### Placed cells, one color a class

Fill, decap, tap and diode cells in gray.
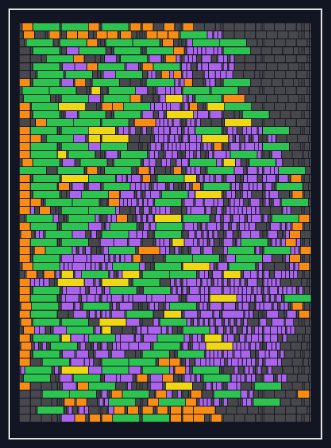
### The metal 3 layer

Scale bar: 20 um.
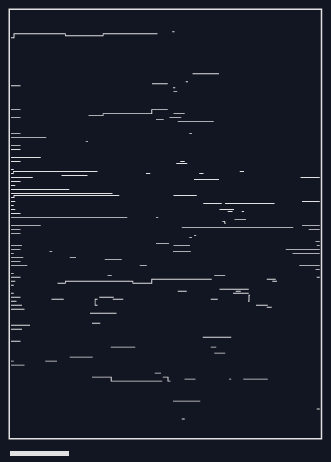
### Metal 2

Cells faint in the background.
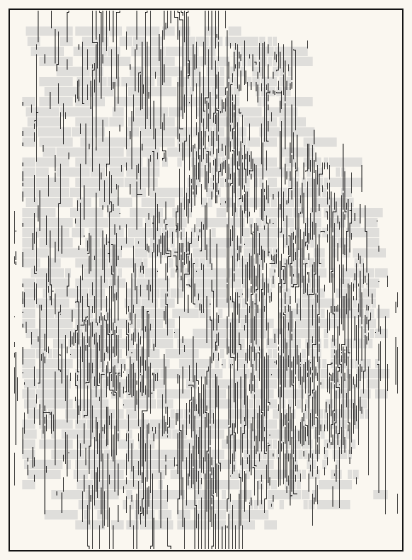
===== config.mk =====
export PLATFORM = sky130hd
export DESIGN_NAME = adc_capture_ctrl
export DESIGN_NICKNAME = d
export VERILOG_FILES = /design/src/rtl/adc_cap_pkg.sv /design/src/rtl/adc_trig_det.sv /design/src/rtl/adc_capture_ctrl.sv
export SDC_FILE = /design/constraint.sdc
export NUM_CORES = 1
export LEC_CHECK = 0
export ABC_AREA = 1
export ABC_CLOCK_PERIOD_IN_PS = 2500
export CORE_ASPECT_RATIO = 1.4
export CORE_MARGIN = 3
export CORE_UTILIZATION = 55
export CTS_CLUSTER_DIAMETER = 30
export DETAILED_ROUTE_END_ITERATION = 10
export GPL_ROUTABILITY_DRIVEN = 0
export PLACE_DENSITY = 0.81
export SLEW_MARGIN = 20
export SYNTH_ARGS = -nofsm -noshare
export SYNTH_HDL_FRONTEND = slang
export SYNTH_SLANG_ARGS = --single-unit
export TNS_END_PERCENT = 50

===== constraint.sdc =====
create_clock -name sys_clk -period 2.5 [get_ports sys_clk]
set_input_delay 0.625 -clock sys_clk [delete_from_list [all_inputs] [get_ports sys_clk]]
set_output_delay 0.625 -clock sys_clk [all_outputs]
set_load 0.03 [all_outputs]

===== src/rtl/adc_cap_pkg.sv =====
// Shared definitions for the ADC capture controller: sample width, FSM state
// encoding and the packing of one A/B sample pair into the 32-bit output word.
package adc_cap_pkg;

  localparam int ADC_W   = 14;
  localparam int WORD_W  = 32;

  // Field positions inside wr_data: {ofa, 1'b0, a[13:0], ofb, 1'b0, b[13:0]}
  localparam int OFA_BIT = 31;
  localparam int A_LSB   = 16;
  localparam int OFB_BIT = 15;
  localparam int B_LSB   = 0;

  typedef enum logic [2:0] {
    IDLE,
    WAKE,
    ARM,
    CAPTURE,
    DRAIN
  } cap_state_t;

  // Pack one sample pair with its overflow flags; unused bits stay zero.
  function automatic logic [WORD_W-1:0] pack_pair(
    input logic             ofa,
    input logic [ADC_W-1:0] a,
    input logic             ofb,
    input logic [ADC_W-1:0] b
  );
    logic [WORD_W-1:0] w;
    w                  = '0;
    w[OFA_BIT]         = ofa;
    w[A_LSB +: ADC_W]  = a;
    w[OFB_BIT]         = ofb;
    w[B_LSB +: ADC_W]  = b;
    return w;
  endfunction

endpackage


===== src/rtl/adc_trig_det.sv =====
// Rising-crossing trigger detector for channel A. Compares the registered
// sample against the one before it and emits a one-cycle registered pulse
// aligned with the controller's second pipeline stage.
module adc_trig_det
  import adc_cap_pkg::*;
(
  input  logic             clk,
  input  logic             rst_n,
  input  logic [ADC_W-1:0] sample,
  input  logic [ADC_W-1:0] level,
  output logic             trig
);

  logic [ADC_W-1:0] prev;

  // Keep the previous sample and flag prev < level <= current (unsigned).
  always_ff @(posedge clk or negedge rst_n) begin
    if (!rst_n) begin
      prev <= '0;
      trig <= 1'b0;
    end else begin
      prev <= sample;
      trig <= (prev < level) && (sample >= level);
    end
  end

endmodule


===== src/rtl/adc_capture_ctrl.sv =====
// Dual-channel ADC capture sequencer: power-up, wake-up wait, optional level
// trigger on channel A, capture of cfg_len A/B pairs into a one-deep
// valid/ready output register, drain, and return to shutdown.
// Build option: define ADC_CAP_OVF_ABORT_EN to end a capture right after a
// loaded pair that carries an overflow flag.
module adc_capture_ctrl
  import adc_cap_pkg::*;
#(
  parameter int WAKE_CYCLES = 64,
  parameter int LEN_W       = 16,
  parameter int DROP_W      = 8
) (
  input  logic              sys_clk,
  input  logic              sys_rst_n,
  input  logic              cfg_start,
  input  logic              cfg_abort,
  input  logic [LEN_W-1:0]  cfg_len,
  input  logic              cfg_trig_en,
  input  logic [ADC_W-1:0]  cfg_trig_level,
  input  logic [ADC_W-1:0]  ad_porta_data,
  input  logic [ADC_W-1:0]  ad_portb_data,
  input  logic              ad_ofa,
  input  logic              ad_ofb,
  output logic              ad_shdna,
  output logic              ad_shdnb,
  output logic              wr_valid,
  input  logic              wr_ready,
  output logic [31:0]       wr_data,
  output logic              busy,
  output logic              done,
  output logic              ovf_seen,
  output logic [DROP_W-1:0] drop_cnt
);

  localparam int WAKE_W = (WAKE_CYCLES > 1) ? $clog2(WAKE_CYCLES) : 1;
  localparam logic [WAKE_W-1:0] WAKE_LAST = WAKE_W'(WAKE_CYCLES - 1);

  cap_state_t        state;
  logic              shdn;
  logic [LEN_W-1:0]  len_q;
  logic [ADC_W-1:0]  level_q;
  logic              trig_en_q;
  logic [WAKE_W-1:0] wake_cnt;
  logic [LEN_W-1:0]  slot_cnt;

  // Two-stage input pipeline; stage 2 lines up with the registered trigger.
  logic [ADC_W-1:0]  s1_a, s1_b, s2_a, s2_b;
  logic              s1_ofa, s1_ofb, s2_ofa, s2_ofb;
  logic              trig;

  // Slot decode
  logic              load_ok;
  logic              slot_ovf;
  logic              ovf_end;
  logic              last_slot;
  logic [31:0]       slot_word;

  assign ad_shdna = shdn;
  assign ad_shdnb = shdn;

  // Register the ADC pins every cycle, regardless of state.
  always_ff @(posedge sys_clk or negedge sys_rst_n) begin
    // NOTE: sequential state uses non-blocking assignments so every register
    // samples pre-edge values and the pipeline shifts by exactly one stage.
    if (!sys_rst_n) begin
      s1_a   <= '0;
      s1_b   <= '0;
      s1_ofa <= 1'b0;
      s1_ofb <= 1'b0;
      s2_a   <= '0;
      s2_b   <= '0;
      s2_ofa <= 1'b0;
      s2_ofb <= 1'b0;
    end else begin
      s1_a   <= ad_porta_data;
      s1_b   <= ad_portb_data;
      s1_ofa <= ad_ofa;
      s1_ofb <= ad_ofb;
      s2_a   <= s1_a;
      s2_b   <= s1_b;
      s2_ofa <= s1_ofa;
      s2_ofb <= s1_ofb;
    end
  end

  adc_trig_det u_trig (
    .clk    (sys_clk),
    .rst_n  (sys_rst_n),
    .sample (s1_a),
    .level  (level_q),
    .trig   (trig)
  );

  // Work out whether the current slot's pair can be loaded and whether it ends the capture.
  always_comb begin
    // NOTE: each output gets a default first so no path can leave it
    // unassigned and infer a latch.
    load_ok   = 1'b0;
    slot_ovf  = 1'b0;
    ovf_end   = 1'b0;
    last_slot = 1'b0;
    slot_word = '0;

    load_ok   = !wr_valid || wr_ready;
    slot_ovf  = s2_ofa | s2_ofb;
    last_slot = (slot_cnt == len_q - LEN_W'(1));
    slot_word = pack_pair(s2_ofa, s2_a, s2_ofb, s2_b);
`ifdef ADC_CAP_OVF_ABORT_EN
    ovf_end   = load_ok && slot_ovf;
`else
    ovf_end   = 1'b0;
`endif
  end

  // Sequencing FSM with registered outputs, counters and the output register.
  always_ff @(posedge sys_clk or negedge sys_rst_n) begin
    if (!sys_rst_n) begin
      state     <= IDLE;
      shdn      <= 1'b1;
      busy      <= 1'b0;
      done      <= 1'b0;
      wr_valid  <= 1'b0;
      wr_data   <= '0;
      ovf_seen  <= 1'b0;
      drop_cnt  <= '0;
      len_q     <= '0;
      level_q   <= '0;
      trig_en_q <= 1'b0;
      wake_cnt  <= '0;
      slot_cnt  <= '0;
    end else begin
      done <= 1'b0;
      // A completed handshake empties the output register unless a new pair
      // is loaded below; the later assignment in this block takes precedence.
      if (wr_valid && wr_ready) wr_valid <= 1'b0;

      if (cfg_abort) begin
        state    <= IDLE;
        shdn     <= 1'b1;
        busy     <= 1'b0;
        wr_valid <= 1'b0;
      end else begin
        unique case (state)
          IDLE: begin
            if (cfg_start) begin
              len_q     <= cfg_len;
              level_q   <= cfg_trig_level;
              trig_en_q <= cfg_trig_en;
              ovf_seen  <= 1'b0;
              drop_cnt  <= '0;
              if (cfg_len == '0) begin
                done <= 1'b1;
              end else begin
                state    <= WAKE;
                shdn     <= 1'b0;
                busy     <= 1'b1;
                wake_cnt <= '0;
              end
            end
          end

          WAKE: begin
            if (wake_cnt == WAKE_LAST) state <= ARM;
            else wake_cnt <= wake_cnt + WAKE_W'(1);
          end

          ARM: begin
            if (!trig_en_q) begin
              state    <= CAPTURE;
              slot_cnt <= '0;
            end else if (trig) begin
              // The crossing sample itself is slot 0; the register is empty here.
              wr_data  <= slot_word;
              wr_valid <= 1'b1;
              if (slot_ovf) ovf_seen <= 1'b1;
              slot_cnt <= LEN_W'(1);
              if (len_q == LEN_W'(1) || ovf_end) state <= DRAIN;
              else state <= CAPTURE;
            end
          end

          CAPTURE: begin
            if (load_ok) begin
              wr_data  <= slot_word;
              wr_valid <= 1'b1;
              if (slot_ovf) ovf_seen <= 1'b1;
            end else if (drop_cnt != '1) begin
              drop_cnt <= drop_cnt + DROP_W'(1);
            end
            if (last_slot || ovf_end) state <= DRAIN;
            else slot_cnt <= slot_cnt + LEN_W'(1);
          end

          DRAIN: begin
            if (!wr_valid || wr_ready) begin
              done     <= 1'b1;
              state    <= IDLE;
              shdn     <= 1'b1;
              busy     <= 1'b0;
              wr_valid <= 1'b0;
            end
          end

          default: state <= IDLE;
        endcase
      end
    end
  end

endmodule

==> results_dict.tcl <==
# yosys + openroad results
set metrics [dict create \
    outcome "complete, no violations" \
    pg_seq_w 0.00388 \
    aoi_share_pct 6.616 \
    p_leak_nw 4.434 \
    period_used_pct 93.44 \
    worst_slack_ns 0.1641 \
    cts_sinks 160 \
    cts_buffer_depth 2 \
    synthArstFlopShare_pct 100.0 \
    fa_ha_area_share_pct 5.214 \
    synth_cell_type_count 43 \
    grt_pass1_vias 6050 \
    top_logic_kind "simple AND/OR/NAND/NOR gates" \
    xor_area_share_pct 3.080 \
    ys_ff 160 \
    crit_required_ns 2.81 \
    r2r_setup_slack_ns 0.16 \
    final_cells 1137 \
    fin_crit_ns 2.336 \
    ys_sh_simple_pct 22.75 \
    tns_ns 0 \
    post-route-util_pct 71.36 \
    dp_hpwl_mm 12.78 \
    cts_tree "done" \
    cts-root-buf "clkbuf_16" \
    ctsHoldBuffers 0 \
    die_h_um 145.8 \
    pg_clk_w 0.00260 \
    worst_skew_pair.late_latency_ns 0.43 \
    warnings 27 \
    row_count 50 \
    drt-initial-drc-count 311 \
    final_area_um2 9643 \
    synth_warnings 0 \
    ys_seq_share_pct 52.16 \
    critical_path.max_stage_delay_ns 0.41 \
    endpoint "slot_cnt[3]" \
    p_comb_share_pct 42.2 \
    netlist_instances 819 \
    path_delay_family "simple AND/OR/NAND/NOR gates" \
    timing.hold.ws_ns 0.1334 \
    largest_area_cell "dfrtp_1" \
    numCtsBuffers 17 \
    hold_violations 0 \
    rsz0062_at_grt "false" \
    initCoreUtil_pct 56.82 \
    first_pass_iters 5 \
    setup_violations 0 \
    drive_gt1_share_pct 13.93 \
    chipArea_um2 15430 \
    crit_buf_inv 1 \
    lay_top_count "nand2_1" \
    p_comb_w 0.00472 \
    power_frac_seq_pct 34.6 \
    htreeDepth 4 \
    syn_area_um2 7679 \
    crit_path_max_fanout 24 \
    worstReg2RegStart "len_q[0]" \
    io_pins 112 \
    area_leaders "dfrtp_1 (52%), nand2_1 (9.0%), ha_1 (5.2%)" \
    post_cts_buffers 0 \
    worstMarginPinSlew_ns 0.6055 \
    viasPerCell 5.252 \
    ant_nets 0 \
    timing.rr.end "slot_cnt[3]" \
    synth_dominant_cell_count "nand2_1" \
    vias 5972 \
    post-place-cells 1105 \
    top_area_share_pct 51.82 \
    finalWirelength_mm 17.46 \
    powerDensity_nw_per_um2 1161 \
    hold_class "input port to async pin" \
    wl_per_cell_um 15.36 \
    common_cells "nand2_1 (185), dfrtp_1 (159), inv_1 (75)" \
    ys_sh_mux_pct 4.383 \
    fmax_ghz 0.4281 \
    fin_skew_ns 0.007389 \
    grt_start_max_net_pins 58 \
    start_kind "flop" \
    clkSlewWorstSetupHoldPaths_ns 0.07 \
    diodes 0 \
    maxPowerGroup "combinational cells" \
    place_area_um2 9029 \
    worst-path-stages 15 \
    edf_count 0 \
    switching_share_pct 41.76 \
    ir_drop_mv 0.6496 \
    finalPower_w 0.01120 \
    path_cells "inv_2 > ha_1 > nand2_4 > nor2_8 > nand2_2 > nand2_1 > nand2_1 > nor2_1 > nand2_1 > nor2_2 > nand2_4 > nand2_4 > nand2_4 > nand2_1 > o21ai_2" \
    criticalPathCategory "flop to flop" \
    die_w_um 105.9 \
    r2r_cells 15 \
    port_buffers 109 \
    clkPwrFrac_pct 23.2 \
    yosys-stat-area_um2 7679 \
    syn_area_per_cell_um2 9.376 \
    preCtsSetupSlack_ns -0.01215 \
    area_growth_pct 25.58 \
    end_kind "flop" \
    drv_slew 0 \
    lay_top_cells "nand2_1 (185), dfrtp_1 (159), clkdlybuf4s50_1 (108)" \
    flop_cell "dfrtp_1" \
    ys_cells 819 \
    cap_violations 0 \
    cts_resized 0 \
    slowest_stage "dfrtp_1" \
    crit_start "len_q[0]" \
    p_int_w 0.006522 \
    arrival_ns 2.65 \
    core-area_um2 13510 \
    grt_pass1_wl_mm 29.23 \
    nets 1040 \
    slew_headroom_pct 59.26 \
    grtUsageTotal_pct 23.93 \
    drc 0 \
    p_sw_w 0.004677 \
    overflow 0 \
    antenna_found_initial 0 \
]
Back to the opening pictures, 'Placed cells, one color a class':
legend:
  green:
    class: flops
    cells: 160
  yellow:
    class: clock drivers and dummy loads
    cells: 32
  purple:
    class: combinational and other logic
    cells: 641
  orange:
    class: other buffers and delay cells
    cells: 122

Back to the opening pictures, 'The metal 3 layer':
share of all routed wire: 4.6%
longest straight run: 39.3 um

Back to the opening pictures, 'Metal 2':
main direction: vertical
nets with wire on the layer: 878
share of all routed wire: 52%

## metal layers
metal	global-route usage, %	share of wire (%)	vias up	routed length [um]
li1	-	-	2918	-
met1	28.50	40	2841	6968
met2	40.68	52	169	9007
met3	5.681	4.6	44	797
met4	11.41	4.0	0	690
met5	0	0	-	0
## flip-flops by register name, indices dropped and copies added, names as in the netlist, 3 cells and up
name         cells
wr_data         30
wake_cnt         6
u_trig.prev     14
len_q           16
slot_cnt        16
drop_cnt         8
level_q         14
s1_a            14
s2_b            14
state            3
s1_b            14
## cell type report
cell class	count	area (um2)
clock buffers	17	425.4
repair buffers	122	1240
flip-flops and latches	160	4005
well taps	182	227.7
multi-input cells	559	3246
clock inverters	15	188.9
inverters	82	310.3
fillers	1012	3870
